Figure 1. Sizing map (run 1).
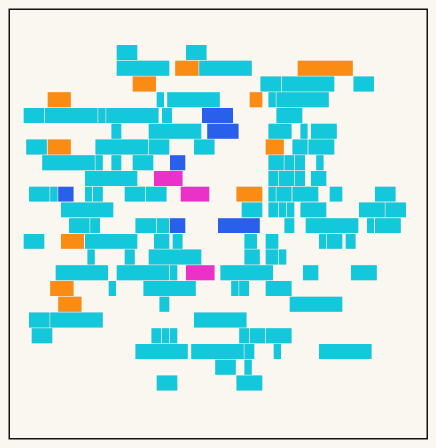
Figure 2. Close-up of the layout (run 1).
Window x 44 to 64, y 46 to 66 µm. Cells in gray, sequential cells in the stronger gray; small squares are vias.
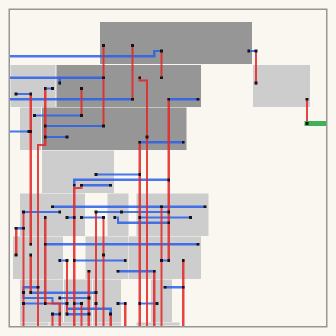
Figure 3. Placed standard cells (run 1).
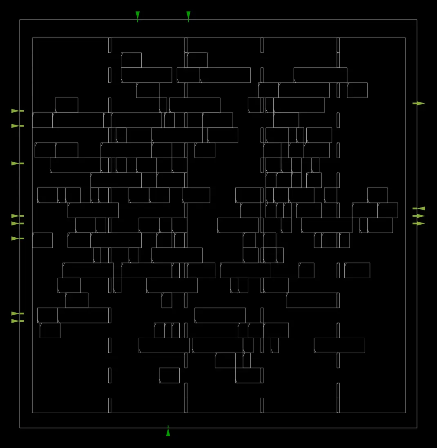
Figure 4. Pin map (run 1).
Bar = 20 µm. Pins as bars across the die edge, other pins in gray.
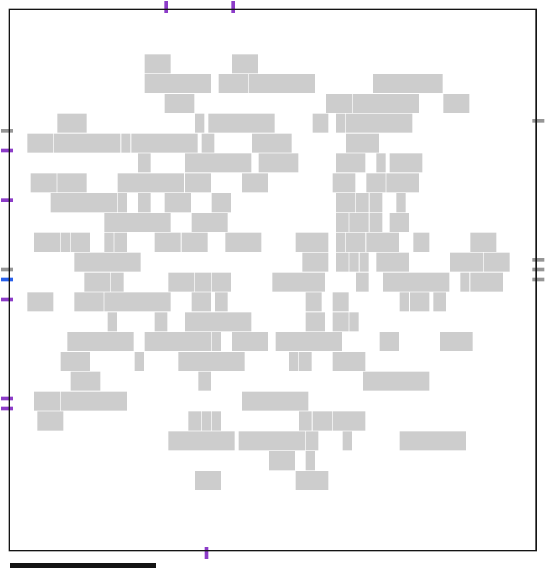
File: src/rtl/uart_byte_transmitter.sv
// Purpose : serialises bytes into UART frames (start, 8 data LSB first, [parity], stop) on tx_out.
// Latency : byte accepted at edge E0 while idle with CTS low drives the start bit from E1;
//           a frame lasts (9+StopBits)*ClocksPerBaud cycles, (10+StopBits)*ClocksPerBaud with parity.
// Backpressure: one-entry holding register; tx_byte_ready is low while it is occupied, and a held
//           byte waits for clear_to_send_in_n low at the next frame-start decision.
//
// Ports:
//   clk, rst            single clock, asynchronous active-high reset
//   tx_byte/_valid      byte to send; transfer on tx_byte_valid && tx_byte_ready at a rising edge
//   tx_byte_ready       holding register empty (driven directly from a flop)
//   clear_to_send_in_n  active-low permission from the far end, sampled only when a frame starts
//   tx_out              serial line, idles high, driven from a flop
//   tx_busy             frame in progress or byte held
// Build option: define UART_TX_PARITY_EN to add an even-parity bit between data and stop.

module uart_byte_transmitter #(
  parameter int ClocksPerBaud = 8,
  parameter int StopBits      = 1
) (
  input  logic       clk,
  input  logic       rst,
  input  logic [7:0] tx_byte,
  input  logic       tx_byte_valid,
  output logic       tx_byte_ready,
  input  logic       clear_to_send_in_n,
  output logic       tx_out,
  output logic       tx_busy
);

  localparam int CntW = (ClocksPerBaud > 1) ? $clog2(ClocksPerBaud) : 1;
  localparam logic [CntW-1:0] CntLast  = CntW'(ClocksPerBaud - 1);
  localparam logic [2:0]      StopLast = 3'(StopBits - 1);

  if (StopBits != 1 && StopBits != 2) begin : g_bad_stop_bits
    $error("uart_byte_transmitter: StopBits must be 1 or 2");
  end

`ifdef UART_TX_PARITY_EN
  typedef enum logic [2:0] {S_IDLE, S_START, S_DATA, S_PARITY, S_STOP} state_t;
`else
  typedef enum logic [1:0] {S_IDLE, S_START, S_DATA, S_STOP} state_t;
`endif

  state_t          state_q, state_d;
  logic [CntW-1:0] baud_cnt_q, baud_cnt_d;
  logic [2:0]      bit_idx_q, bit_idx_d;
  logic [7:0]      shift_q, shift_d;
  logic [7:0]      hold_q, hold_d;
  logic            hold_valid_q, hold_valid_d;
  logic            tx_q, tx_d;
  logic            bit_done;
  logic            start_ok;
  logic            take;
`ifdef UART_TX_PARITY_EN
  logic            parity_q, parity_d;
`endif

  always_ff @(posedge clk or posedge rst) begin
    if (rst) begin
      state_q      <= S_IDLE;
      baud_cnt_q   <= '0;
      bit_idx_q    <= '0;
      shift_q      <= '0;
      hold_q       <= '0;
      hold_valid_q <= 1'b0;
      tx_q         <= 1'b1;
`ifdef UART_TX_PARITY_EN
      parity_q     <= 1'b0;
`endif
    end else begin
      state_q      <= state_d;
      baud_cnt_q   <= baud_cnt_d;
      bit_idx_q    <= bit_idx_d;
      shift_q      <= shift_d;
      hold_q       <= hold_d;
      hold_valid_q <= hold_valid_d;
      tx_q         <= tx_d;
`ifdef UART_TX_PARITY_EN
      parity_q     <= parity_d;
`endif
    end
  end

  always_comb begin
    state_d      = state_q;
    bit_idx_d    = bit_idx_q;
    shift_d      = shift_q;
    hold_d       = hold_q;
    hold_valid_d = hold_valid_q;
    take         = 1'b0;
    tx_d         = 1'b1;
`ifdef UART_TX_PARITY_EN
    parity_d     = parity_q;
`endif

    bit_done = (baud_cnt_q == CntLast);
    // CTS only matters here, at a frame-start decision; a running frame always completes.
    start_ok = hold_valid_q && !clear_to_send_in_n;

    case (state_q)
      S_IDLE: begin
        if (start_ok) begin
          state_d = S_START;
          take    = 1'b1;
        end
      end
      S_START: begin
        if (bit_done) begin
          state_d   = S_DATA;
          bit_idx_d = '0;
        end
      end
      S_DATA: begin
        if (bit_done) begin
          if (bit_idx_q == 3'd7) begin
            bit_idx_d = '0;
`ifdef UART_TX_PARITY_EN
            state_d   = S_PARITY;
`else
            state_d   = S_STOP;
`endif
          end else begin
            bit_idx_d = bit_idx_q + 3'd1;
            shift_d   = shift_q >> 1;
          end
        end
      end
`ifdef UART_TX_PARITY_EN
      S_PARITY: begin
        if (bit_done) begin
          state_d   = S_STOP;
          bit_idx_d = '0;
        end
      end
`endif
      S_STOP: begin
        // bit_idx counts stop-bit periods so the baud counter stays one bit period wide.
        if (bit_done) begin
          if (bit_idx_q == StopLast) begin
            if (start_ok) begin
              state_d = S_START;
              take    = 1'b1;
            end else begin
              state_d = S_IDLE;
            end
          end else begin
            bit_idx_d = bit_idx_q + 3'd1;
          end
        end
      end
      default: state_d = S_IDLE;
    endcase

    baud_cnt_d = (state_q == S_IDLE || bit_done) ? '0 : baud_cnt_q + 1'b1;

    if (take) begin
      shift_d      = hold_q;
      hold_valid_d = 1'b0;
`ifdef UART_TX_PARITY_EN
      parity_d     = ^hold_q;
`endif
    end else if (tx_byte_valid && !hold_valid_q) begin
      // tx_byte is only captured under valid, so X on an idle bus never reaches state.
      hold_d       = tx_byte;
      hold_valid_d = 1'b1;
    end

    // Line value for the coming cycle, registered so tx_out cannot glitch.
    case (state_d)
      S_START:  tx_d = 1'b0;
      S_DATA:   tx_d = shift_d[0];
`ifdef UART_TX_PARITY_EN
      S_PARITY: tx_d = parity_d;
`endif
      default:  tx_d = 1'b1;
    endcase
  end

  assign tx_out        = tx_q;
  assign tx_byte_ready = !hold_valid_q;
  assign tx_busy       = (state_q != S_IDLE) || hold_valid_q;

endmodule

File: config.mk
export PLATFORM = sky130hd
export DESIGN_NAME = uart_byte_transmitter
export DESIGN_NICKNAME = d
export VERILOG_FILES = /design/src/rtl/uart_byte_transmitter.sv
export SDC_FILE = /design/constraint.sdc
export NUM_CORES = 1
export LEC_CHECK = 0
export CAP_MARGIN = 20
export CORE_AREA = 2 2 70 72
export DETAILED_ROUTE_END_ITERATION = 10
export DIE_AREA = 0 0 72 74
export PLACE_DENSITY = 0.48
export SYNTH_ARGS = -nofsm -noshare
export SYNTH_HDL_FRONTEND = slang
export SYNTH_SLANG_ARGS = --single-unit
File: constraint.sdc
create_clock -name clk -period 2.35 [get_ports clk]
set_clock_uncertainty 0.1 [all_clocks]
set_input_delay 0.235 -clock clk [delete_from_list [all_inputs] [get_ports clk]]
set_output_delay 0.235 -clock clk [all_outputs]
set_load 0.05 [all_outputs]
==> flow report, run 1 <==
================================================================================
Internal power summed over all cells                                    0.613 mW
Result of the run                                                   finished clean
Final cycle utilization of the critical path                               89.1%
Post-synthesis share of cell area spent on xor and xnor gates                 0%
Count of plain and timing-repair buffers in the layout                        17
Leakage                                                                 0.752 nW
Combinational power                                                    0.0444 mW
Number of warnings the tools reported                                         31
Growth of design area from synthesis to finish                             18.3%
Largest area contributor in the synthesized netlist                 sky130_fd_sc_hd__dfrtp_1
Clock tree cell share of total cell area                                   2.83%
Initial cell density of the core                                           29.3%
Inverters excl. clock                                                         10
Die X-Extent                                                               72 µm
Count of distinct cell types in the synthesized netlist                       30
Sequential share of power                                                  61.5%
Setup-violating endpoint count in the final report                             0
Total power divided by cell area                                      480 nW/µm²
Number of cell instances after yosys synthesis                               118
Transition at the pin with the smallest max-transition slack            0.498 ns
Clock Power                                                             0.250 mW
Global-route wire length before repair                                   4390 µm
Post-synthesis cell area                                                1350 µm²
Cell type group with the largest total delay on the critical path   AND-OR/OR-AND gates
Multi-input combinational area share                                       39.3%
CP dominant cell by count                                           sky130_fd_sc_hd__ha_1
Count of standard-cell rows                                                   25
Number of cells on the worst reg-to-reg path                                   7
Area share of buffers outside the clock network                            10.4%
Top layer used by detailed routing                                          met4
Largest area class, layout                                             registers
Global-route usage over all layers                                         10.4%
End point of the critical path                                      tx_out$_DFF_PP1_
Mean post-synth cell area                                               11.4 µm²
Syn nets                                                                     140
Seq group                                                               0.470 mW
Diodes inserted                                                                0
YS warnings                                                                    0
Cell types with the largest area share after synthesis              sky130_fd_sc_hd__dfrtp_1 (46%), sky130_fd_sc_hd__ha_1 (9.3%), sky130_fd_sc_hd__mux2i_1 (5.9%), sky130_fd_sc_hd__mux2_2 (5.9%), sky130_fd_sc_hd__o21ai_0 (3.3%)
PnR Total Power                                                         0.765 mW
VDD IR max                                                                248 µV
Number of routed nets with antenna violations                                  0
Slowest cell on crit path                                           sky130_fd_sc_hd__a2111o_1
Max-slew violation count                                                       0
Post-synthesis compound-gate area fraction                                 12.0%
Drt initial violations                                                        51
Mux cell area share after synthesis                                        14.0%
Multi-input combinational cell count                                          78
Most frequent cell after synthesis                                  sky130_fd_sc_hd__dfrtp_1
Relative contribution of the clock network to total power                  32.7%
Sum Neg Setup Slack                                                         0 ns
Longest Clk Path Bufs                                                          2
Clock Buffer Count                                                             4
Routed vias/inst                                                            4.71
Type of the worst setup path                                          reg -> reg
Crit. path cell count                                                          7
Post-synth tally of flip-flops with integrated enable                          0
Register area share after synthesis                                        48.4%
Power group with the highest consumption                               registers
Most Crowded Layer GR                                                       met2
Final #Nets                                                                  158
Flip-flop cell with the highest count after synthesis               sky130_fd_sc_hd__dfrtp_1
Wire length per cell after detailed routing                              12.5 µm
Kind of start point of the critical path                               flip-flop
Total clock buffers created by CTS                                             3
Leading cell types in the layout, fill and taps excluded            sky130_fd_sc_hd__dfrtp_1 (25), sky130_fd_sc_hd__clkdlybuf4s50_1 (13), sky130_fd_sc_hd__inv_1 (10), sky130_fd_sc_hd__ha_1 (10), sky130_fd_sc_hd__o21ai_0 (9)
Critical path data required time                                         2.44 ns
Switching Share                                                            20.0%
Initial antenna violation count                                                0
Clk slew on worst S/H paths                                              0.09 ns
Async set-reset flop share out of synthesis                                 100%
Fraction of area in registers                                              40.9%
Largest net degree at the start of global routing                             27
Post-layout minimum cycle time                                           2.09 ns
Last weighted congestion value of the routability-driven placer            0.759
Routed length on met1                                                    1090 µm
Crit Reg-Reg Endpoint                                               tx_out$_DFF_PP1_
Startpoint of the lowest-slack register-to-register path            baud_cnt_q[0]$_DFF_PP0_
Commonest cells in the netlist                                      sky130_fd_sc_hd__dfrtp_1 (25), sky130_fd_sc_hd__ha_1 (10), sky130_fd_sc_hd__inv_1 (10), sky130_fd_sc_hd__o21ai_0 (9)
================================================================================
-- Figure 1 (at the start) --
Key: _0 and _1 cells = cyan [cells 115, most used dfrtp_1]; _2 cells = orange [cells 11, most used mux2_2]; _6 and larger = magenta [cells 3, most used clkbuf_8]; _3 and _4 cells = blue [cells 6, most used buf_4]

-- Figure 2 (at the start) --
Key: metal 2 = red; metal 3 = green; metal 1 = blue
Most frequent: inv_1 (3), ha_1 (3), dfrtp_1 (2). Netlist names of flops here include state_q (2), tx_out (1). Sequential cells in the window: 3. 17 logic cells have their middle in the window.

-- Figure 3 (at the start) --
Floorplan Core Area: 4600 µm²
Filler Cell Count: 476
Seq cells: 26

-- Figure 4 (at the start) --
Key: tx_byte_valid = blue [pins 1, direction input, edge left]; tx_byte = purple [pins 8, direction input, edge 5 left, 2 top, 1 bottom]

[run 1: state kept, by name, indices dropped and copies added (netlist names)]
name,flops
baud_cnt_q,3
bit_idx_q,3
hold_q,8
hold_valid_q,1
shift_q,8
state_q,2
tx_out,1
[run 1: through the flow]
stage	instances	area [µm²]	utilization, %	hold slack (ns)	setup WS (ns)
finish	189	1590	34.6	0.216	0.256
global route	189	1590	34.6	0.298	0.119
CTS	189	1590	34.6	0.222	0.0441
detailed placement	185	1550	33.6	0.334	0.279
global placement	185	1550	33.6	0.319	0.349
floorplan	118	1350	-	0.174	0.415
[run 1: repair_timing]
| action | in CTS | in global routing |
|---|---|---|
| setup buffers | 0 | 0 |
| resized | 0 | 1 |
| setup endpoints to repair | 0 | 1 |
Figure 5. Cell area per tile (run 1).
The die is cut into 7 by 7 equal tiles; white is low, dark blue is high, 0 to 100% covered.
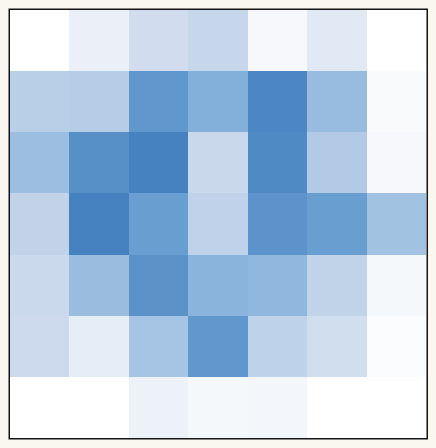

==> run 1 -> run 2 <==
--- a/config.mk
+++ b/config.mk
@@ -10,6 +10,7 @@
 export DETAILED_ROUTE_END_ITERATION = 10
 export DIE_AREA = 0 0 72 74
 export PLACE_DENSITY = 0.48
+export SKIP_CTS_REPAIR_TIMING = 1
 export SYNTH_ARGS = -nofsm -noshare
 export SYNTH_HDL_FRONTEND = slang
 export SYNTH_SLANG_ARGS = --single-unit
==> constraint.sdc (replaced) <==
create_clock -name clk -period 2.5 [get_ports clk]
set_clock_uncertainty 0.1 [all_clocks]
set_input_delay 0.25 -clock clk [delete_from_list [all_inputs] [get_ports clk]]
set_output_delay 0.25 -clock clk [all_outputs]
set_load 0.05 [all_outputs]
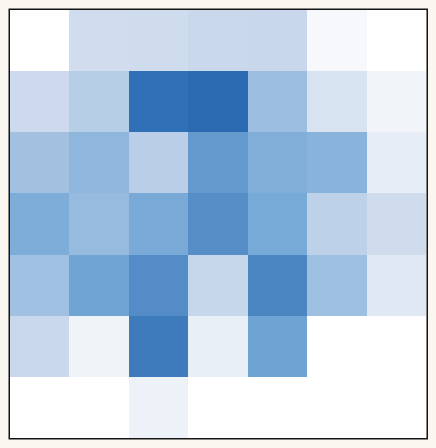
Figure 6: run 2, cell area per tile.
The die is cut into 7 by 7 equal tiles; white is low, dark blue is high, 0 to 100% covered.
2.0% of the tiles are over 75% full. The fullest tile reaches 77%. The mean over all tiles is 29%. The emptiest ninth of the die: lower right.

==> flow report, run 2 <==
==============================================================================
Setup-violating endpoint count in the final report                           0
Async set-reset flop share out of synthesis                               100%
Routed vias/inst                                                          4.66
Seq group                                                             0.442 mW
Floorplan Core Area                                                   4600 µm²
Cell count after placement                                                 185
Global-route usage over all layers                                       10.1%
Initial antenna violation count                                              0
Mux cell area share after synthesis                                      14.0%
Number of cell instances after yosys synthesis                             118
Number of cells on the worst reg-to-reg path                                 7
Regs by FF count                                                  hold_q x8, shift_q x8
Transition at the pin with the smallest max-transition slack          0.492 ns
Clock Power                                                           0.242 mW
Area post-placement                                                   1550 µm²
Final hold slack                                                      0.223 ns
PnR Total Power                                                       0.727 mW
Total power divided by cell area                                    457 nW/µm²
Internal power summed over all cells                                  0.576 mW
Startpoint of the lowest-slack register-to-register path          baud_cnt_q[0]$_DFF_PP0_
Die X-Extent                                                             72 µm
Commonest cells in the netlist                                    sky130_fd_sc_hd__dfrtp_1 (25), sky130_fd_sc_hd__ha_1 (10), sky130_fd_sc_hd__inv_1 (10), sky130_fd_sc_hd__o21ai_0 (9)
Drt initial violations                                                      15
Most frequent cell after synthesis                                sky130_fd_sc_hd__dfrtp_1
Filler Cell Count                                                          456
CP startpoint                                                     state_q[0]$_DFF_PP0_
Post-synthesis share of cell area spent on xor and xnor gates               0%
Share of the core filled with cells in the final layout                  34.6%
Wire length per cell after detailed routing                            12.8 µm
Cell types with the largest area share after synthesis            sky130_fd_sc_hd__dfrtp_1 (46%), sky130_fd_sc_hd__ha_1 (9.3%), sky130_fd_sc_hd__mux2i_1 (5.9%), sky130_fd_sc_hd__mux2_2 (5.9%), sky130_fd_sc_hd__o21ai_0 (3.3%)
Die Y-Extent                                                             74 µm
Combinational power                                                  0.0420 mW
YS warnings                                                                  0
Relative contribution of the clock network to total power                33.4%
Non-Filler Instances                                                       189
Worst Setup Slack post-DPL                                            0.441 ns
Number of iterations in the first detailed-routing pass                      4
Flip-flop cell with the highest count after synthesis             sky130_fd_sc_hd__dfrtp_1
VDD IR max                                                              204 µV
Mean post-synth cell area                                             11.4 µm²
Max-slew violation count                                                     0
Global-route wire length before repair                                 4240 µm
Leading cell types in the layout, fill and taps excluded          sky130_fd_sc_hd__dfrtp_1 (25), sky130_fd_sc_hd__clkdlybuf4s50_1 (14), sky130_fd_sc_hd__inv_1 (10), sky130_fd_sc_hd__ha_1 (10), sky130_fd_sc_hd__o21ai_0 (9)
End point of the critical path                                         tx_busy
Count of standard-cell rows                                                 25
Final cycle utilization of the critical path                             94.1%
Crit Reg-Reg Endpoint                                             tx_out$_DFF_PP1_
Count of distinct cell types in the synthesized netlist                     30
Switching Share                                                          20.7%
Largest area contributor in the synthesized netlist               sky130_fd_sc_hd__dfrtp_1
Dominant logic cell type in the layout                            sky130_fd_sc_hd__dfrtp_1
Number of warnings the tools reported                                       31
Last weighted congestion value of the routability-driven placer          0.860
Post-synth tally of flip-flops with integrated enable                        0
Post-layout minimum cycle time                                         2.35 ns
Sum Neg Setup Slack                                                       0 ns
Syn nets                                                                   140
Critical Path Fanout Max                                                     5
Result of the run                                                 finished clean
Register area share after synthesis                                      48.4%
Power group with the highest consumption                             registers
Post-synthesis compound-gate area fraction                               12.0%
Clk slew on worst S/H paths                                            0.09 ns
Final #Nets                                                                158
Longest Clk Path Bufs                                                        2
Critical path data required time                                       2.15 ns
Post-synthesis cell area                                              1350 µm²
==============================================================================
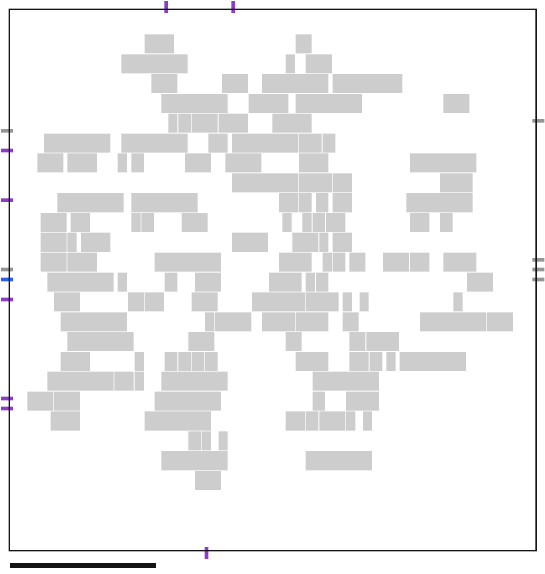
Figure 7: run 2, pin map.
Bar = 20 µm. Pins as bars across the die edge, other pins in gray.
Key: tx_byte = purple [pins 8, direction input, edge 5 left, 2 top, 1 bottom]; tx_byte_valid = blue [pins 1, direction input, edge left]

run 2: cell counts after synthesis:
Identical to the previous run, type by type.
run 2: final cells by class:
class | instances | area, µm² | area share [%]
timing repair buffer | 17 | 163 | 10.2
multi-input combinational | 78 | 626 | 39.3
sequential | 26 | 652 | 41.0
clock buffer | 4 | 45.0 | 2.83
inverter | 10 | 37.5 | 2.36
tap | 54 | 67.6 | 4.25
run 2: per-layer routing:
layer / track usage [%] / up-vias / wire (µm)
met5: 0 / - / 0
met4: 5.24 / 0 / 27
met3: 1.63 / 4 / 87
met2: 17.8 / 17 / 1210
met1: 11.9 / 416 / 1090
li1: - / 443 / -
run 2: worst max-delay path: cells and delay by family, from the launching register on:
kind                       cells  cell delay [ns]
DFF                            1             0.44
buffers and inverters          2             0.91
and+or+nand+nor                1             0.10
adders and majority gates      1             0.29
Power figures rest on the tool's default switching activity, not on a simulated workload.
